**Metal 2**

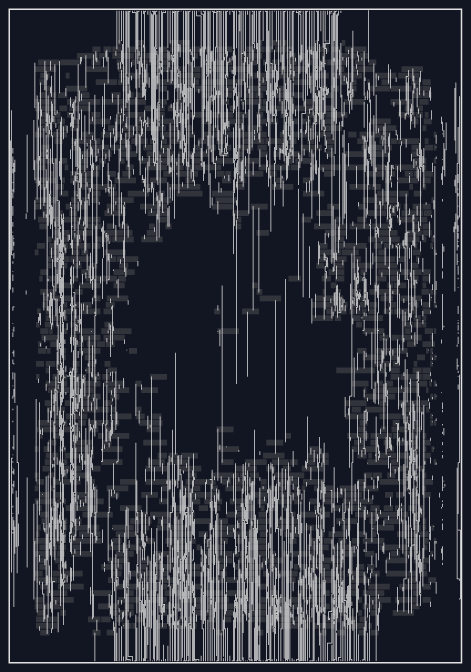
**Clock network drawn from the DEF**

Bar = 50 um.
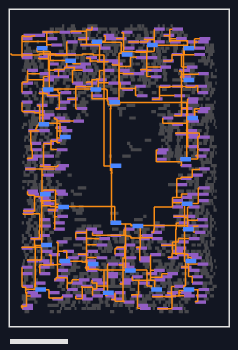
`config.mk`:
```
export PLATFORM = sky130hd
export DESIGN_NAME = mpmc11_wdf_beat_seq
export DESIGN_NICKNAME = d
export VERILOG_FILES = /design/src/rtl/mpmc11_wdf_beat_seq.sv
export SDC_FILE = /design/constraint.sdc
export NUM_CORES = 1
export LEC_CHECK = 0
export CAP_MARGIN = 10
export CORE_ASPECT_RATIO = 1.5
export CORE_MARGIN = 10
export CORE_UTILIZATION = 30
export DETAILED_ROUTE_END_ITERATION = 12
export HOLD_SLACK_MARGIN = 0.08
export MAX_ROUTING_LAYER = met4
export SYNTH_ARGS = -nofsm -noshare
export SYNTH_HDL_FRONTEND = slang
export SYNTH_SLANG_ARGS = --single-unit
```
`constraint.sdc`:
```
create_clock -name clk -period 2.38 [get_ports clk]
set_input_delay 0.357 -clock clk [delete_from_list [all_inputs] [get_ports clk]]
set_output_delay 0.357 -clock clk [all_outputs]
set_load 0.01 [all_outputs]
```
`src/rtl/mpmc11_wdf_beat_seq.sv`:
```
// mpmc11_wdf_beat_seq
// Loads one cache-line write (data plus byte enables) from the mpmc11 write-path
// state machine. It then presents the line to the MIG write-data FIFO one beat at
// a time. The sequencer advances on each wren strobe and raises app_wdf_end on
// the last beat. It pulses done for one cycle after the final beat is accepted.
//
// Ports:
//   clk, rst_n      controller clock, asynchronous active-low reset
//   start           one-cycle load request, honoured only when idle
//   line_dat        line data, beat k = line_dat[k*DW +: DW]
//   line_sel        line byte enables, 1 = write byte
//   wren            app_wdf_wren, already qualified by wdf_rdy
//   app_wdf_data    data of the presented beat
//   app_wdf_mask    mask of the presented beat, 1 = do not write
//   app_wdf_end     presented beat is the last beat of the line
//   busy            line held, beats outstanding
//   done            one-cycle pulse after the final beat is accepted
//   beat_cnt        index of the presented beat
//   stall_cnt       BUSY cycles with wren low (saturating, cumulative)
//
// Build option: define MPMC11_WDF_STALL_CNT_EN to enable the stall counter.
// When the macro is undefined, stall_cnt is tied to zero.

module mpmc11_wdf_beat_seq #(
  parameter int unsigned DW    = 128,
  parameter int unsigned NBEAT = 2,
  parameter int unsigned LW    = DW * NBEAT
) (
  input  logic            clk,
  input  logic            rst_n,
  input  logic            start,
  input  logic [LW-1:0]   line_dat,
  input  logic [LW/8-1:0] line_sel,
  input  logic            wren,
  output logic [DW-1:0]   app_wdf_data,
  output logic [DW/8-1:0] app_wdf_mask,
  output logic            app_wdf_end,
  output logic            busy,
  output logic            done,
  output logic [2:0]      beat_cnt,
  output logic [31:0]     stall_cnt
);

  localparam logic [2:0] LAST = 3'(NBEAT - 1);

  typedef enum logic [1:0] {
    IDLE = 2'd0,
    BUSY = 2'd1,
    DONE = 2'd2
  } state_t;

  state_t          state_q, state_d;
  logic [LW-1:0]   dat_q, dat_d;
  logic [LW/8-1:0] sel_q, sel_d;
  logic [2:0]      cnt_q, cnt_d;

  always_ff @(posedge clk or negedge rst_n) begin
    if (!rst_n) begin
      state_q <= IDLE;
      dat_q   <= '0;
      sel_q   <= '0;
      cnt_q   <= '0;
    end else begin
      state_q <= state_d;
      dat_q   <= dat_d;
      sel_q   <= sel_d;
      cnt_q   <= cnt_d;
    end
  end

  always_comb begin
    state_d = state_q;
    dat_d   = dat_q;
    sel_d   = sel_q;
    cnt_d   = cnt_q;
    unique case (state_q)
      IDLE: begin
        if (start) begin
          dat_d   = line_dat;
          sel_d   = line_sel;
          cnt_d   = '0;
          state_d = BUSY;
        end
      end
      BUSY: begin
        if (wren) begin
          if (cnt_q == LAST) begin
            cnt_d   = '0;
            state_d = DONE;
          end else begin
            cnt_d = cnt_q + 3'd1;
          end
        end
      end
      DONE: begin
        cnt_d   = '0;
        state_d = IDLE;
      end
      default: state_d = IDLE;
    endcase
  end

  // Beat select is a compare-and-OR mux rather than a variable part-select.
  // This keeps the index arithmetic at natural widths for any NBEAT.
  logic [DW-1:0]   beat_dat;
  logic [DW/8-1:0] beat_sel;

  always_comb begin
    beat_dat = '0;
    beat_sel = '0;
    for (int unsigned k = 0; k < NBEAT; k++) begin
      if (cnt_q == 3'(k)) begin
        beat_dat = dat_q[k*DW +: DW];
        beat_sel = sel_q[k*(DW/8) +: DW/8];
      end
    end
  end

  assign busy         = (state_q == BUSY);
  assign done         = (state_q == DONE);
  assign beat_cnt     = cnt_q;
  assign app_wdf_data = busy ? beat_dat : '0;
  assign app_wdf_mask = busy ? ~beat_sel : '1;
  assign app_wdf_end  = busy && (cnt_q == LAST);

`ifdef MPMC11_WDF_STALL_CNT_EN
  logic [31:0] stall_q;

  always_ff @(posedge clk or negedge rst_n) begin
    if (!rst_n) begin
      stall_q <= '0;
    end else if (busy && !wren && (stall_q != '1)) begin
      stall_q <= stall_q + 32'd1;
    end
  end

  assign stall_cnt = stall_q;
`else
  assign stall_cnt = '0;
`endif

endmodule
```
==> flow_summary.html <==
<h2>Implementation results</h2>
<table>
<tr><th>Metric</th><th>Value</th></tr>
<tr><th colspan="2">Outcome</th></tr>
<tr><td>Result of the run</td><td>finished with violations</td></tr>
<tr><td>Failing checks</td><td>negative setup slack</td></tr>
<tr><th colspan="2">Global route</th></tr>
<tr><td>Initial antenna violation count</td><td>12</td></tr>
<tr><td>Via count of the first global-routing pass</td><td>10200</td></tr>
<tr><td>Residual overflow from global routing</td><td>0</td></tr>
<tr><td>Total Routing Usage GR</td><td>0.175</td></tr>
<tr><td>Largest net degree at the start of global routing</td><td>63</td></tr>
<tr><td>Global-route wire length before repair</td><td>66500 um</td></tr>
<tr><th colspan="2">Detailed routing</th></tr>
<tr><td>Post-detailed-route via-to-cell ratio</td><td>4.69</td></tr>
<tr><td>Number of iterations in the first detailed-routing pass</td><td>4</td></tr>
<tr><td>Antenna Violating Nets Remaining</td><td>0</td></tr>
<tr><td>Starting DRT DRC Count</td><td>451</td></tr>
<tr><td>DR DRC count</td><td>0</td></tr>
<tr><td>Wire length per cell after detailed routing</td><td>23.2 um</td></tr>
<tr><th colspan="2">Power</th></tr>
<tr><td>Maximum vdd ir drop</td><td>0.000667 V</td></tr>
<tr><td>Share of total power in the clock network</td><td>0.167</td></tr>
<tr><td>Pwr Total</td><td>28100 uW</td></tr>
<tr><td>Part of the power in combinational logic</td><td>0.511</td></tr>
<tr><td>Internal power</td><td>18600 uW</td></tr>
<tr><td>Static leakage power</td><td>0.00844 uW</td></tr>
<tr><td>Sequential share of power</td><td>0.322</td></tr>
<tr><td>Pwr per Cell Area</td><td>1440 nW/um2</td></tr>
<tr><td>Sw Pwr</td><td>9530 uW</td></tr>
<tr><td>Switching fraction of total power</td><td>0.339</td></tr>
<tr><th colspan="2">Floorplanning</th></tr>
<tr><td>Core Footprint</td><td>41300 um2</td></tr>
<tr><td>Number of placed I/O pins</td><td>474</td></tr>
<tr><td>Vertical extent of the die</td><td>271 um</td></tr>
<tr><td>Total die size</td><td>50600 um2</td></tr>
<tr><td>Die width</td><td>187 um</td></tr>
<tr><td>Count of standard-cell rows</td><td>91</td></tr>
<tr><td>Initial cell density of the core</td><td>0.304</td></tr>
<tr><th colspan="2">Timing</th></tr>
<tr><td>Highest clock frequency the design can meet</td><td>0.340 GHz</td></tr>
<tr><td>Max Slew Vio Count</td><td>0</td></tr>
<tr><td>Sum Neg Setup Slack</td><td>-66.38 ns</td></tr>
<tr><td>Crit path setup slack, layout</td><td>-0.565 ns</td></tr>
<tr><td>Fin crit period</td><td>2.95 ns</td></tr>
<tr><td>Final tally of hold violations</td><td>0</td></tr>
<tr><td>Unrepaired setup endpoints after global routing</td><td>yes</td></tr>
<tr><td>Portion of the clock cycle consumed by the worst path in the final layout</td><td>1.24</td></tr>
<tr><td>Measured slew at the worst slew-check pin</td><td>0.522 ns</td></tr>
<tr><td>Tightest slew margin relative to the limit</td><td>0.652</td></tr>
<tr><td>Final Setup Violations</td><td>145</td></tr>
<tr><th colspan="2">Clock network</th></tr>
<tr><td>Clock tree from TritonCTS</td><td>done</td></tr>
<tr><td>Clock Path Buffers</td><td>3</td></tr>
<tr><td>CTS sink count</td><td>293</td></tr>
<tr><td>Clock root cell</td><td>sky130_fd_sc_hd__clkbuf_16</td></tr>
<tr><td>Number of clock buffers inserted by TritonCTS</td><td>30</td></tr>
<tr><td>Clock slew at the register clock pins of the worst setup and hold paths</td><td>0.06 ns</td></tr>
<tr><td>H-tree depth</td><td>1</td></tr>
<tr><th colspan="2">Finish</th></tr>
<tr><td>Top Layout Cells</td><td>sky130_fd_sc_hd__clkdlybuf4s50_1 (295), sky130_fd_sc_hd__dfrtp_1 (293), sky130_fd_sc_hd__mux2_2 (288)</td></tr>
<tr><td>Fraction of final layout cells sized beyond drive strength 1</td><td>0.445</td></tr>
<tr><td>Number of nets in the final layout</td><td>1671</td></tr>
<tr><td>Total of fill cells in the finished design</td><td>3770</td></tr>
<tr><td>Top logic cell by instance count in the layout</td><td>sky130_fd_sc_hd__clkdlybuf4s50_1</td></tr>
<tr><td>Final Non-Filler Cells</td><td>1973</td></tr>
<tr><td>Area growth, synth to finish</td><td>55.4%</td></tr>
<tr><th colspan="2">Yosys</th></tr>
<tr><td>Number of instances in the synthesized netlist</td><td>845</td></tr>
<tr><td>Chip area from the yosys synthesis statistics</td><td>12600 um2</td></tr>
<tr><td>Flip-flop and latch count after synthesis</td><td>293</td></tr>
<tr><td>Number of cells in the yosys synthesis report</td><td>845</td></tr>
<tr><td>Post-synthesis cell area</td><td>12600 um2</td></tr>
<tr><td>Per-instance average area after synthesis</td><td>14.9 um2</td></tr>
<tr><td>Synth unique cells</td><td>26</td></tr>
<tr><td>Post-synthesis sequential area ratio</td><td>0.583</td></tr>
<tr><th colspan="2">Worst setup path</th></tr>
<tr><td>Biggest cell delay along the critical path</td><td>0.43 ns</td></tr>
<tr><td>Critical path startpoint</td><td>beat_cnt[2]$_DFFE_PN0P_</td></tr>
<tr><td>Startpoint of the most critical register-to-register path</td><td>state_q[1]$_DFFE_PN0P_</td></tr>
<tr><td>Reg-to-Reg End</td><td>dat_q[125]$_DFFE_PN0P_</td></tr>
<tr><td>Critical path required time</td><td>2.02 ns</td></tr>
<tr><td>Arrival time at the worst endpoint</td><td>2.59 ns</td></tr>
<tr><td>FF-to-FF path depth</td><td>5</td></tr>
<tr><td>Max Fanout on Critical Path</td><td>3</td></tr>
<tr><td>Class of the most critical setup path</td><td>reg -&gt; out</td></tr>
<tr><td>Most prevalent standard cell on the critical path</td><td>sky130_fd_sc_hd__buf_6</td></tr>
<tr><td>Slack of the worst reg-to-reg path</td><td>0.39 ns</td></tr>
<tr><td>Setup crit start kind</td><td>flop</td></tr>
<tr><td>CP cell instances</td><td>or3b_4, buf_6, nor3_4, buf_6, buf_8, buf_8, buf_6, buf_4, buf_6, a22o_1, buf_6</td></tr>
<tr><td>Cell with the biggest individual delay on the critical path</td><td>sky130_fd_sc_hd__or3b_4</td></tr>
<tr><td>CP Capture Type</td><td>output pin</td></tr>
<tr><th colspan="2">Run</th></tr>
<tr><td>Max-cap violations</td><td>0</td></tr>
<tr><td>OpenROAD warning count</td><td>28</td></tr>
<tr><th colspan="2">Place</th></tr>
<tr><td>Dpl cells</td><td>1840</td></tr>
<tr><td>Final Wtd Congestion</td><td>0.787</td></tr>
<tr><td>Post-placement worst setup slack</td><td>-0.274 ns</td></tr>
<tr><td>Final HPWL from detailed placement</td><td>32500 um</td></tr>
<tr><td>Number of port buffers</td><td>441</td></tr>
<tr><th colspan="2">Worst hold path</th></tr>
<tr><td>Min-Delay Path Class</td><td>in -&gt; async</td></tr>
</table>
## Picture notes: 'metal 2'
share of all routed wire: 53%
wire length on this layer: 24.4 mm
vias after detailed routing: 9245
total routed wirelength: 45800 um
met2 layer usage reported by global route: 0.306

## Picture notes: 'clock network drawn from the DEF'
legend:
  purple:
    item: flip-flops
    count: 293
  blue:
    item: clock-net drivers
    count: 30
  orange:
    item: clock wires
    length: 4170 um
flops lie: widely spread
post-route clock skew: 0.00777 ns
clock network power consumption: 4700 uW
clock network latency to the later pin of the worst-skew pair: 0.57 ns

==> power groups by stage <==
stage | Combinational, uW | Sequential (uW) | Clock (uW)
after floorplan | 7010 | 8510 | 0
after global placement | 13200 | 9090 | 0
after detailed placement | 13400 | 9100 | 0
after CTS | 14300 | 9040 | 4850
after global routing | 15300 | 9350 | 5050
final | 14400 | 9030 | 4700
==> worst max-delay path: cells and delay by family, from the launching register on <==
family,cells,cell delay (ns)
flops,1,0.37
simple gates,2,0.62
compound gates,1,0.14
buf+inv,8,0.88
==> synth_stat cells, drive strengths merged <==
master	number	area (um2)
dfrtp	293	7330
mux2	288	3240
a22o	127	1110
buf	84	548
a22oi	16	120
clkbuf	12	45.0
nor2	3	11.3
inv	2	7.51
mux2i	2	20.0
nand3b	2	15.0
nor2b	2	12.5
nor3	2	21.3
nor3b	2	15.0
a211oi	1	7.51
a32o	1	10.0
conb	1	3.75
nand2	1	3.75
nand3	1	5.00
nand4	1	6.26
o21ai	1	5.00
o21bai	1	7.51
o22ai	1	6.26
or3b	1	8.76
==> flip-flops by register name (all words and copies together) (netlist names) <==
name      cells
dat_q       256
sel_q        32
state_q       2
beat_cnt      3
==> per-stage QoR <==
| stage | hold slack (ns) | utilization | cell area, um2 |
|---|---|---|---|
| global route | 0.365 | 0.472 | 19500 |
| finish | 0.333 | 0.472 | 19500 |
| floorplan | 0.0614 | - | 12700 |
| global placement | 0.345 | 0.435 | 18000 |
| CTS | 0.339 | 0.470 | 19400 |
| detailed placement | 0.351 | 0.435 | 18000 |
==> cell type report <==
cell class	count	area, um2	area share
multi-input cells	485	4830	0.248
clock buffers	41	863	0.0442
flip-flops and latches	293	7330	0.376
inverters	2	7.51	0.000385
diodes	12	30.0	0.00154
well taps	558	698	0.0358
repair buffers	567	5650	0.289
clock inverters	15	114	0.00583
==> cell families (layout without fill, tap and decap cells) <==
| group | after synthesis | after routing | synth area share |
|---|---|---|---|
| DFF | 293 | 293 | 0.583 |
| AOI/OAI and AO/OA | 148 | 148 | 0.101 |
| buffers and inverters | 98 | 625 | 0.0478 |
| other | 1 | 44 | 0.000298 |
| muxes | 290 | 290 | 0.260 |
| and+or+nand+nor | 15 | 15 | 0.00786 |
==> metal layers <==
metal | share of wire | wire, um | global-route usage | vias up
met2 | 0.53 | 24400 | 0.306 | 336
met4 | 0.022 | 1010 | 0.0589 | 0
met5 | 0 | 0 | - | -
met1 | 0.37 | 17100 | 0.187 | 4683
met3 | 0.070 | 3220 | 0.0501 | 65
li1 | - | - | - | 4161
==> timing repair <==
action,4_1_cts,5_1_grt
hold buffers,1,0
pin swaps,13,48
resized,393,258
setup endpoints to repair,145,146
hold endpoints to repair,47,0
gates cloned,9,9
buffers inserted,38,21
Power and IR drop assume default switching activity.
